$ cat src/rtl/alu_core.sv
// Single-cycle 8-bit ALU with registered result, status flags and valid strobe.
// Operands are captured only on enabled edges; flags follow the registered result.
module alu_core (
    input  logic       clk,
    input  logic       rst,
    input  logic       en,
    input  logic [7:0] a,
    input  logic [7:0] b,
    input  logic [7:0] op,
    output logic [7:0] result,
    output logic [7:0] flags,
    output logic       valid
);

    typedef enum logic [7:0] {
        OP_ADD  = 8'h00,
        OP_SUB  = 8'h01,
        OP_AND  = 8'h02,
        OP_OR   = 8'h03,
        OP_XOR  = 8'h04,
        OP_NOT  = 8'h05,
        OP_SHL  = 8'h06,
        OP_SHR  = 8'h07,
        OP_INC  = 8'h08,
        OP_DEC  = 8'h09,
        OP_EQ   = 8'h0A,
        OP_LTU  = 8'h0B,
        OP_GTU  = 8'h0C,
        OP_MUL  = 8'h0D,
        OP_PASA = 8'h0E,
        OP_PASB = 8'h0F
    } op_e;

    logic [8:0]  sum;
    logic [8:0]  dif;
    logic [8:0]  inc;
    logic [8:0]  dec;
    logic [15:0] prod;
    logic [7:0]  res_n;
    logic        c_n;
    logic        v_n;
    logic        ill_n;

    always_comb begin
        sum  = {1'b0, a} + {1'b0, b};
        dif  = {1'b0, a} - {1'b0, b};
        inc  = {1'b0, a} + 9'd1;
        dec  = {1'b0, a} - 9'd1;
        prod = {8'h00, a} * {8'h00, b};
    end

    always_comb begin
        res_n = 8'h00;
        c_n   = 1'b0;
        v_n   = 1'b0;
        ill_n = 1'b0;
        case (op)
            OP_ADD: begin
                res_n = sum[7:0];
                c_n   = sum[8];
                v_n   = (a[7] == b[7]) && (sum[7] != a[7]);
            end
            OP_SUB: begin
                res_n = dif[7:0];
                c_n   = dif[8];
                v_n   = (a[7] != b[7]) && (dif[7] != a[7]);
            end
            OP_AND:  res_n = a & b;
            OP_OR:   res_n = a | b;
            OP_XOR:  res_n = a ^ b;
            OP_NOT:  res_n = ~a;
            OP_SHL: begin
                res_n = {a[6:0], 1'b0};
                c_n   = a[7];
            end
            OP_SHR: begin
                res_n = {1'b0, a[7:1]};
                c_n   = a[0];
            end
            OP_INC: begin
                res_n = inc[7:0];
                c_n   = inc[8];
                v_n   = (a == 8'h7F);
            end
            OP_DEC: begin
                res_n = dec[7:0];
                c_n   = dec[8];
                v_n   = (a == 8'h80);
            end
            OP_EQ:   res_n = {7'd0, a == b};
            OP_LTU:  res_n = {7'd0, a < b};
            OP_GTU:  res_n = {7'd0, a > b};
            OP_MUL: begin
                res_n = prod[7:0];
                c_n   = |prod[15:8];
            end
            OP_PASA: res_n = a;
            OP_PASB: res_n = b;
            // Unassigned opcodes yield zero so Z is set alongside ILL.
            default: ill_n = 1'b1;
        endcase
    end

    always_ff @(posedge clk or posedge rst) begin
        if (rst) begin
            result <= 8'h00;
            flags  <= 8'h00;
            valid  <= 1'b0;
        end else begin
            valid <= en;
            if (en) begin
                result <= res_n;
                flags  <= {3'b000, ill_n, v_n, res_n[7], c_n, res_n == 8'h00};
            end
        end
    end

endmodule

$ cat config.mk
export PLATFORM = sky130hd
export DESIGN_NAME = alu_core
export DESIGN_NICKNAME = d
export VERILOG_FILES = /design/src/rtl/alu_core.sv
export SDC_FILE = /design/constraint.sdc
export NUM_CORES = 1
export LEC_CHECK = 0
export CAP_MARGIN = 20
export CORE_ASPECT_RATIO = 1.25
export CORE_MARGIN = 2
export CORE_UTILIZATION = 47
export DETAILED_ROUTE_END_ITERATION = 6
export PLACE_DENSITY = 0.67
export RECOVER_POWER = 50
export SLEW_MARGIN = 30
export SYNTH_ARGS = -nofsm -noshare
export SYNTH_HDL_FRONTEND = slang
export SYNTH_SLANG_ARGS = --single-unit
$ cat constraint.sdc
create_clock -name clk -period 0.9 [get_ports clk]
set_input_delay 0.09 -clock clk [delete_from_list [all_inputs] [get_ports clk]]
set_output_delay 0.09 -clock clk [all_outputs]
set_load 0.005 [all_outputs]
==> images/m3.png <==
Cells faint in the background.
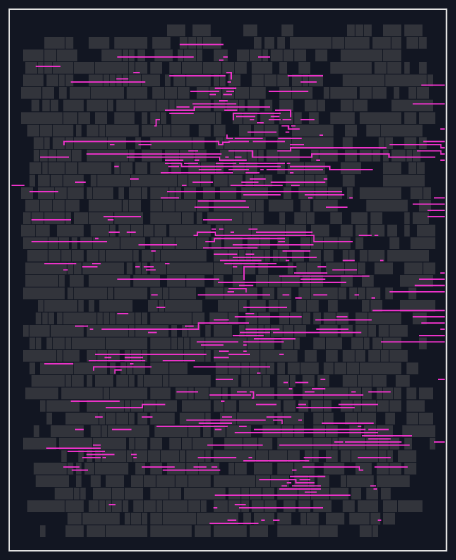
main direction = horizontal
wire length on this layer = 1,900 um

==> images/congestion_map.png <==
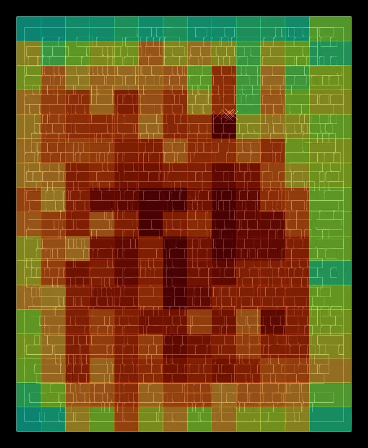
met2 Use GR: 65.74%
busiest grt layer: met2
All-Layer GR Usage: 37.80%
GR Layer Usage met3: 4.239%
drt wl/cell: 23.14 um

==> images/gates.png <==
The bar under the picture is 20 um long.
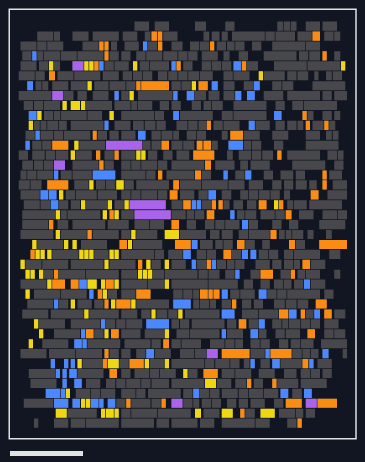
orange -> nor cells  # cells 101, most used nor2_1, where all over the die
blue -> nand cells  # cells 83, most used nand2_1, where all over the die
yellow -> inv cells  # cells 88, most used inv_1
purple -> xor and xnor cells  # cells 9, most used xnor2_1

==> images/clock_wires.png <==
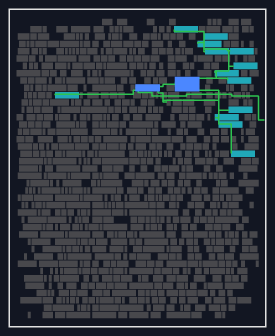
cyan -> flip-flops  # count 13
green -> clock wires  # length 243 um
blue -> clock-net drivers  # count 3
flops lie = upper right

==> images/sizing.png <==
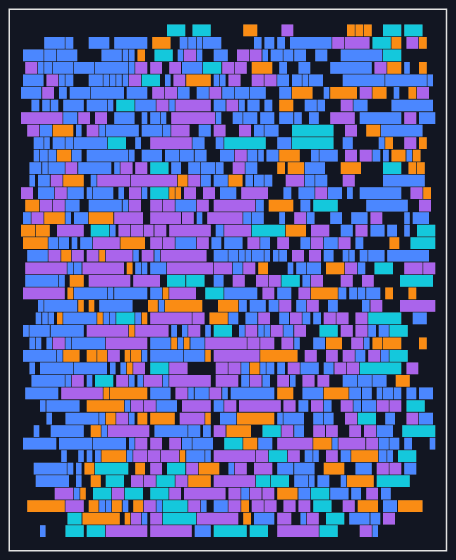
orange -> x2  # cells 119, share 14%
cyan -> x6 and larger  # cells 65, share 7.6%
purple -> x3 and x4  # cells 248, share 29%
blue -> x1 and smaller  # cells 427, share 50%

[per-stage QoR]
step	instance area, um2	instances	TNS, ns	utilization (%)	power, mW
3_5_place_dp	6845	951	-32.30	68.08	7.619
3_3_place_gp	6845	951	-31.71	68.08	7.350
5_1_grt	8100	988	-22.51	80.56	11.80
2_1_floorplan	5104	628	-19.64	-	5.020
6_report	8100	988	-21.59	80.56	11.18
4_1_cts	7535	974	-21.85	74.94	9.714
[layer usage]
metal	wire length, um	part of all wire (%)
met1	7526	33
met2	11200	49
met3	1899	8.3
met4	2240	9.8
met5	0	0
[cell usage in the layout, fill, tap and decap left out, types with 8 or more instances in the layout]
cell / synthesis / routed
a21oi_1: 30 / 19
a21oi_2: 0 / 8
a31oi_1: 10 / 9
buf_12: 0 / 8
buf_2: 19 / 13
buf_4: 5 / 180
buf_6: 3 / 46
dfrtp_1: 13 / 13
fa_1: 38 / 31
ha_1: 63 / 34
ha_4: 0 / 23
inv_1: 84 / 55
inv_2: 1 / 22
mux2i_1: 10 / 9
nand2_1: 45 / 34
nand2_2: 0 / 8
nand2b_1: 13 / 12
nand3_1: 20 / 17
nor2_1: 60 / 47
nor2_2: 1 / 10
nor2b_1: 9 / 8
nor3_1: 16 / 12
o211ai_1: 9 / 9
o21ai_0: 16 / 8
[area by class of cell]
| class | count | share of cell area, % |
|---|---|---|
| multi-input combinational | 491 | 60.41 |
| timing repair buffer | 263 | 27.91 |
| inverter | 88 | 4.680 |
| sequential | 13 | 4.016 |
| tap | 129 | 1.993 |
| clock buffer | 3 | 0.9268 |
| clock inverter | 1 | 0.06179 |
[kinds of logic after synthesis]
logic type                 synth area share (%)
xor gates and xnor gates                  1.633
other                                   0.07769
adders and majority gates                 32.09
DFF                                       6.739
muxes                                     4.018
and+or+nand+nor                           21.25
buffers and inverters                     10.99
AOI/OAI and AO/OA                         23.20
[power breakdown]
group          switching (mW)  internal [mW]
clock                   0.282          0.593
sequential             0.0336          0.639
combinational            4.91           4.73
[how the worst min path moves through the flow]
stage / startpoint / end / slack (ns) / cells past startpoint
global route: op[6] / flags[4] / 0.42 / 5
floorplan: rst / flags[0] / -0.03 / 1
CTS: rst / result[1] / 0.17 / 3
finish: rst / flags[1] / 0.36 / 3
global placement: rst / result[6] / 0.40 / 3
detailed placement: rst / result[6] / 0.43 / 3
[sequential cells by signal, summed over array words and instances, names as in the netlist]
signal / flops
result: 7
flags: 5
valid: 1
[critical path, delay by kind of cell]
family | cells | cell delay, ns
compound gates | 4 | 0.59
fa+ha+maj | 5 | 2.01
buf+inv | 5 | 0.46
mux | 1 | 0.23
simple gates | 3 | 0.45
[timing repair]
item                       4_1_cts  5_1_grt
gates resized                  292      110
setup endpoints to repair       26       16
setup buffers                   23       19
pin swaps                       63       62
gates cloned                     0        1
==> results.toml <==
# synthesis and place-and-route metrics
[route]
drc_errors = 8
drt_pass1_iterations = 7
antenna_left = 0
drt-initial-drc-count = 757

[synth]
top_area_cell = "ha_1"
yosysWarnings = 0
syn_area_mm2 = 0.004827
ys_ff = 13
edf_count = 0
synthMostInstantiatedCell = "inv_1"
synthTopCellsByArea = "ha_1 (16%), fa_1 (16%), dfrtp_1 (6.7%)"
yosys-stat-cells = 626
yosys_area_mm2 = 0.004827
synth-async-reset-ratio_pct = 100.0
common_cells = "inv_1 (84), ha_1 (63), nor2_1 (60)"

[grt]
antenna_found_initial = 0
grt.overflow.total = 0
grt_pass1_vias = 6220

[place]
gp_congestion = 0.9778
dpl.hpwl_um = 16230

[worst_setup_path]
critPathLaunchType = "input pin"
r2r_cells = 3
reg2reg_slack_ns = -0.11
endpoint = "flags[1]"
worstSetupStartpoint = "b[6]"
endpoint_kind = "flop"

[floorplanning]
fp_util_pct = 48.01
die_height_um = 117.3
fp-row-count = 41
dieArea_mm2 = 0.01110

[cells_and_area]
fillerInstances = 635
syn2layout_area_growth_pct = 67.81
logic_area_mm2 = 0.004893
regArea_um2 = 325.3

[final_timing]
holdWs_ns = 0.3610
fin_crit_sh_pct = 412.5
setup_ws_ns = -2.812
setup_viol = 14
fin_skew_ns = 0
fmax_ghz = 0.2694
tightest_slew_ns = 0.5469

[power]
power_leakage_nw = 3.657
pwr_density_cell_mw_per_mm2 = 1381

[clock_network]
cts_max_level = 1
clk_pin_slew_ns = 0.06
numCtsBuffers = 3
cts_tree = "done"

[outcome]
outcome = "finished with violations"
failed_checks = "DRC, setup timing"
Power is estimated from default activity; no workload was simulated.
